### Close-up of the layout

Window x 100 to 120, y 100 to 120 um. Cells in gray, sequential cells in the stronger gray; small squares are vias.
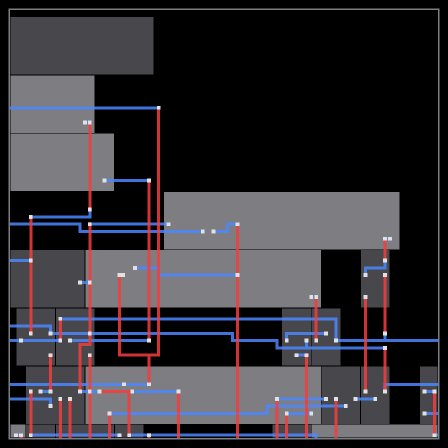
### Wiring by layer

(4 px per um) Only two layers are drawn.
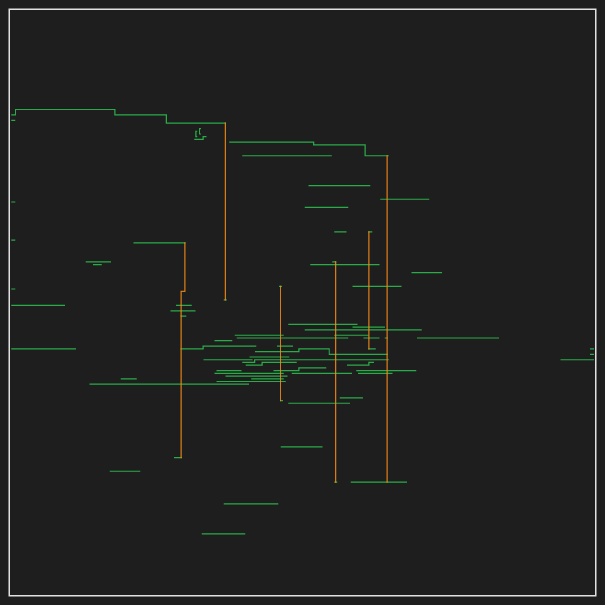
### Clock wiring as the flow saved it

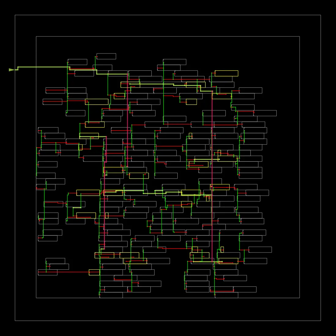
<file path="src/rtl/uart_rx_fifo.sv">
// Purpose: 8N1 UART receiver (16x oversampled, mid-bit sampling) feeding a show-ahead receive FIFO.
// Latency: a byte appears at the head on the clock after its stop-bit decision; a pop exposes the next head one clock later.
// Backpressure: none on the line; a good byte arriving to a full FIFO with no pop is dropped and flagged by uart_rx_overflow.
module uart_rx_fifo #(
    parameter int MAIN_CLK   = 50_000_000,
    parameter int UART_CLK   = 9600,
    parameter int OVERSAMPLE = 16,
    parameter int FIFO_DEPTH = 16
) (
    input  logic       clk_50M,
    input  logic       rst_n,
    input  logic       uart_rx,
    output logic [7:0] uart_rx_data,
    input  logic       uart_rx_get,
    output logic       uart_rx_empty,
    output logic       uart_rx_full,
    output logic       uart_rx_busy,
    output logic       uart_rx_frame_err,
    output logic       uart_rx_overflow
);

    localparam int DIV = MAIN_CLK / (UART_CLK * OVERSAMPLE);
    localparam int PW  = (DIV > 1) ? $clog2(DIV) : 1;
    localparam int SW  = $clog2(OVERSAMPLE);
    localparam int AW  = $clog2(FIFO_DEPTH);

    typedef enum logic [1:0] {IDLE, START, DATA, STOP} state_t;

    state_t          state_q, state_d;
    logic [PW-1:0]   presc_q, presc_d;
    logic [SW-1:0]   scnt_q, scnt_d;
    logic [2:0]      bcnt_q, bcnt_d;
    logic [7:0]      shreg_q, shreg_d;
    logic            sync1_q, rx_s_q, rx_d_q;
    logic [AW-1:0]   wr_ptr_q, wr_ptr_d, rd_ptr_q, rd_ptr_d;
    logic [AW:0]     count_q, count_d;
    logic            empty_q, empty_d, full_q, full_d;
    logic            ferr_q, ferr_d, ovf_q, ovf_d;
    logic            push;
    logic [7:0]      mem_q [FIFO_DEPTH];

    logic tick, start_edge, pop;
    assign tick       = (presc_q == PW'(DIV - 1));
    assign start_edge = rx_d_q & ~rx_s_q;
    assign pop        = uart_rx_get & ~empty_q;

    // Metastability synchroniser plus one delay stage for falling-edge detection; idles high.
    always_ff @(posedge clk_50M or negedge rst_n) begin
        if (!rst_n) begin
            sync1_q <= 1'b1;
            rx_s_q  <= 1'b1;
            rx_d_q  <= 1'b1;
        end else begin
            sync1_q <= uart_rx;
            rx_s_q  <= sync1_q;
            rx_d_q  <= rx_s_q;
        end
    end

    // Frame state machine: prescaler, oversample/bit counters and the stop-bit verdict.
    always_comb begin
        state_d = state_q;
        scnt_d  = scnt_q;
        bcnt_d  = bcnt_q;
        shreg_d = shreg_q;
        presc_d = tick ? '0 : presc_q + 1'b1;
        push    = 1'b0;
        ferr_d  = 1'b0;
        ovf_d   = 1'b0;
        case (state_q)
            IDLE: begin
                // The falling edge sets the sampling phase for the whole frame.
                if (start_edge) begin
                    state_d = START;
                    presc_d = '0;
                    scnt_d  = '0;
                end
            end
            START: begin
                if (tick) begin
                    if (scnt_q == SW'(OVERSAMPLE / 2 - 1)) begin
                        if (rx_s_q) begin
                            state_d = IDLE;
                        end else begin
                            scnt_d  = '0;
                            bcnt_d  = '0;
                            state_d = DATA;
                        end
                    end else begin
                        scnt_d = scnt_q + 1'b1;
                    end
                end
            end
            DATA: begin
                if (tick) begin
                    if (scnt_q == SW'(OVERSAMPLE - 1)) begin
                        shreg_d = {rx_s_q, shreg_q[7:1]};
                        scnt_d  = '0;
                        bcnt_d  = bcnt_q + 1'b1;
                        if (bcnt_q == 3'd7) begin
                            state_d = STOP;
                        end
                    end else begin
                        scnt_d = scnt_q + 1'b1;
                    end
                end
            end
            STOP: begin
                // Decide one tick early so back-to-back frames leave margin before the next start edge.
                if (tick) begin
                    if (scnt_q == SW'(OVERSAMPLE - 2)) begin
                        state_d = IDLE;
                        if (rx_s_q) begin
                            if (!full_q || pop) begin
                                push = 1'b1;
                            end else begin
                                ovf_d = 1'b1;
                            end
                        end else begin
                            ferr_d = 1'b1;
                        end
                    end else begin
                        scnt_d = scnt_q + 1'b1;
                    end
                end
            end
            default: state_d = IDLE;
        endcase
    end

    // FIFO pointer and occupancy update; simultaneous push and pop leave the count unchanged.
    always_comb begin
        wr_ptr_d = push ? wr_ptr_q + 1'b1 : wr_ptr_q;
        rd_ptr_d = pop ? rd_ptr_q + 1'b1 : rd_ptr_q;
        count_d  = count_q;
        case ({push, pop})
            2'b10:   count_d = count_q + 1'b1;
            2'b01:   count_d = count_q - 1'b1;
            default: count_d = count_q;
        endcase
        empty_d = (count_d == '0);
        full_d  = (count_d == (AW + 1)'(FIFO_DEPTH));
    end

    // Control state registers.
    always_ff @(posedge clk_50M or negedge rst_n) begin
        if (!rst_n) begin
            state_q  <= IDLE;
            presc_q  <= '0;
            scnt_q   <= '0;
            bcnt_q   <= '0;
            shreg_q  <= '0;
            wr_ptr_q <= '0;
            rd_ptr_q <= '0;
            count_q  <= '0;
            empty_q  <= 1'b1;
            full_q   <= 1'b0;
            ferr_q   <= 1'b0;
            ovf_q    <= 1'b0;
        end else begin
            state_q  <= state_d;
            presc_q  <= presc_d;
            scnt_q   <= scnt_d;
            bcnt_q   <= bcnt_d;
            shreg_q  <= shreg_d;
            wr_ptr_q <= wr_ptr_d;
            rd_ptr_q <= rd_ptr_d;
            count_q  <= count_d;
            empty_q  <= empty_d;
            full_q   <= full_d;
            ferr_q   <= ferr_d;
            ovf_q    <= ovf_d;
        end
    end

    // FIFO storage carries no reset; the empty flag masks stale contents.
    always_ff @(posedge clk_50M) begin
        if (push) begin
            mem_q[wr_ptr_q] <= shreg_q;
        end
    end

    assign uart_rx_data      = empty_q ? 8'h00 : mem_q[rd_ptr_q];
    assign uart_rx_empty     = empty_q;
    assign uart_rx_full      = full_q;
    assign uart_rx_busy      = (state_q != IDLE);
    assign uart_rx_frame_err = ferr_q;
    assign uart_rx_overflow  = ovf_q;

endmodule

</file>
<file path="config.mk">
export PLATFORM = sky130hd
export DESIGN_NAME = uart_rx_fifo
export DESIGN_NICKNAME = d
export VERILOG_FILES = /design/src/rtl/uart_rx_fifo.sv
export SDC_FILE = /design/constraint.sdc
export NUM_CORES = 1
export LEC_CHECK = 0
export ABC_AREA = 1
export CORE_MARGIN = 10
export CORE_UTILIZATION = 47
export CTS_CLUSTER_DIAMETER = 50
export DETAILED_ROUTE_END_ITERATION = 16
export HOLD_SLACK_MARGIN = 0.08
export PLACE_DENSITY = 0.71
export SETUP_SLACK_MARGIN = 0.1
export SYNTH_ARGS = -nofsm -noshare
export SYNTH_HDL_FRONTEND = slang
export SYNTH_SLANG_ARGS = --single-unit
</file>
<file path="constraint.sdc">
create_clock -name clk_50M -period 5.85 [get_ports clk_50M]
set_clock_uncertainty 0.2 [all_clocks]
set_input_delay 1.17 -clock clk_50M [delete_from_list [all_inputs] [get_ports clk_50M]]
set_output_delay 1.17 -clock clk_50M [all_outputs]
set_load 0.01 [all_outputs]
</file>
==> impl_metrics.toml <==
# yosys + openroad results
[yosys]
yosysWarningCount = 0
syn_inst = 680
top_cells_by_count = "135 x nor2_1, 128 x edfxtp_1, 88 x o21ai_0"
ys_types = 35
synth_area_sq_um = 7490
ys_sh_xor_pct = 1.17
ys_cells = 680
ys_sh_mux_pct = 0
yosys_area_sq_um = 7490
synth.cellmix.compoundShare_pct = 10.4

[cells_and_area]
fillCellCount = 1336
sh_comb_area_pct = 26.0
largest_register = "mem_q"
mostFrequentLayoutCells = "135 x nor2_1, 128 x edfxtp_1, 88 x o21ai_0"
mi_logic_area_sq_um = 2200
fin_nets = 712
fin_area_sq_um = 8470

[die]
core_area_sq_um = 15800
die_h_um = 146

[drt]
dr_wl_met3_um = 785
wl_met1_um = 6850
dr.pass1.iters = 5

[clock_network]
postCtsResizedCells = 0
postCtsSetupRepairBufs = 0
cts-root-buf = "clkbuf_16"
ctsHtreeMaxLevel = 4
cts_tree = "yes"

[worst_setup_path]
r2r_end = "uart_rx_full$_DFF_PN0_"
crit_fanout = 46
worst-path-stages = 7
rr_startpoint = "scnt_q[0]$_DFFE_PN0P_"
crit_start = "rd_ptr_q[0]$_DFFE_PN0P_"
endpoint = "uart_rx_data[4]"
path_buffers = 3

[global_route]
grt_start_max_net_pins = 68

[power_and_ir_drop]
pwr-share-seq_pct = 37.6
ir_drop_mv = 0.228
pwr-share-clk_pct = 29.9
p_comb_share_pct = 32.5

[placement]
pre_cts_slack_ns = 1.56

[run_status]
status = "complete, no violations"
-- 'Close-up of the layout' (at the start) --
- blue: met1
- red: met2
- sequential cells in the window: 3
- most frequent: nor2_1 (5), o21ai_0 (3), edfxtp_1 (3)
- cells with their middle in the window: 13
- netlist names of flops here include: `mem_q` (3)

-- 'Wiring by layer' (at the start) --
- orange: met4 (wire length 293 um)
- green: met3 (wire length 785 um)
gr usage total: 14.7%
via count: 4923
routed wire length: 15600 um

-- 'Clock wiring as the flow saved it' (at the start) --
Late-Pin Clk Latency: 0.42 ns
clk_buf instances: 26
total CTS buffers: 17
Seq cells: 174
CTS sink cnt: 174

Power figures rest on the tool's default switching activity, not on a simulated workload.
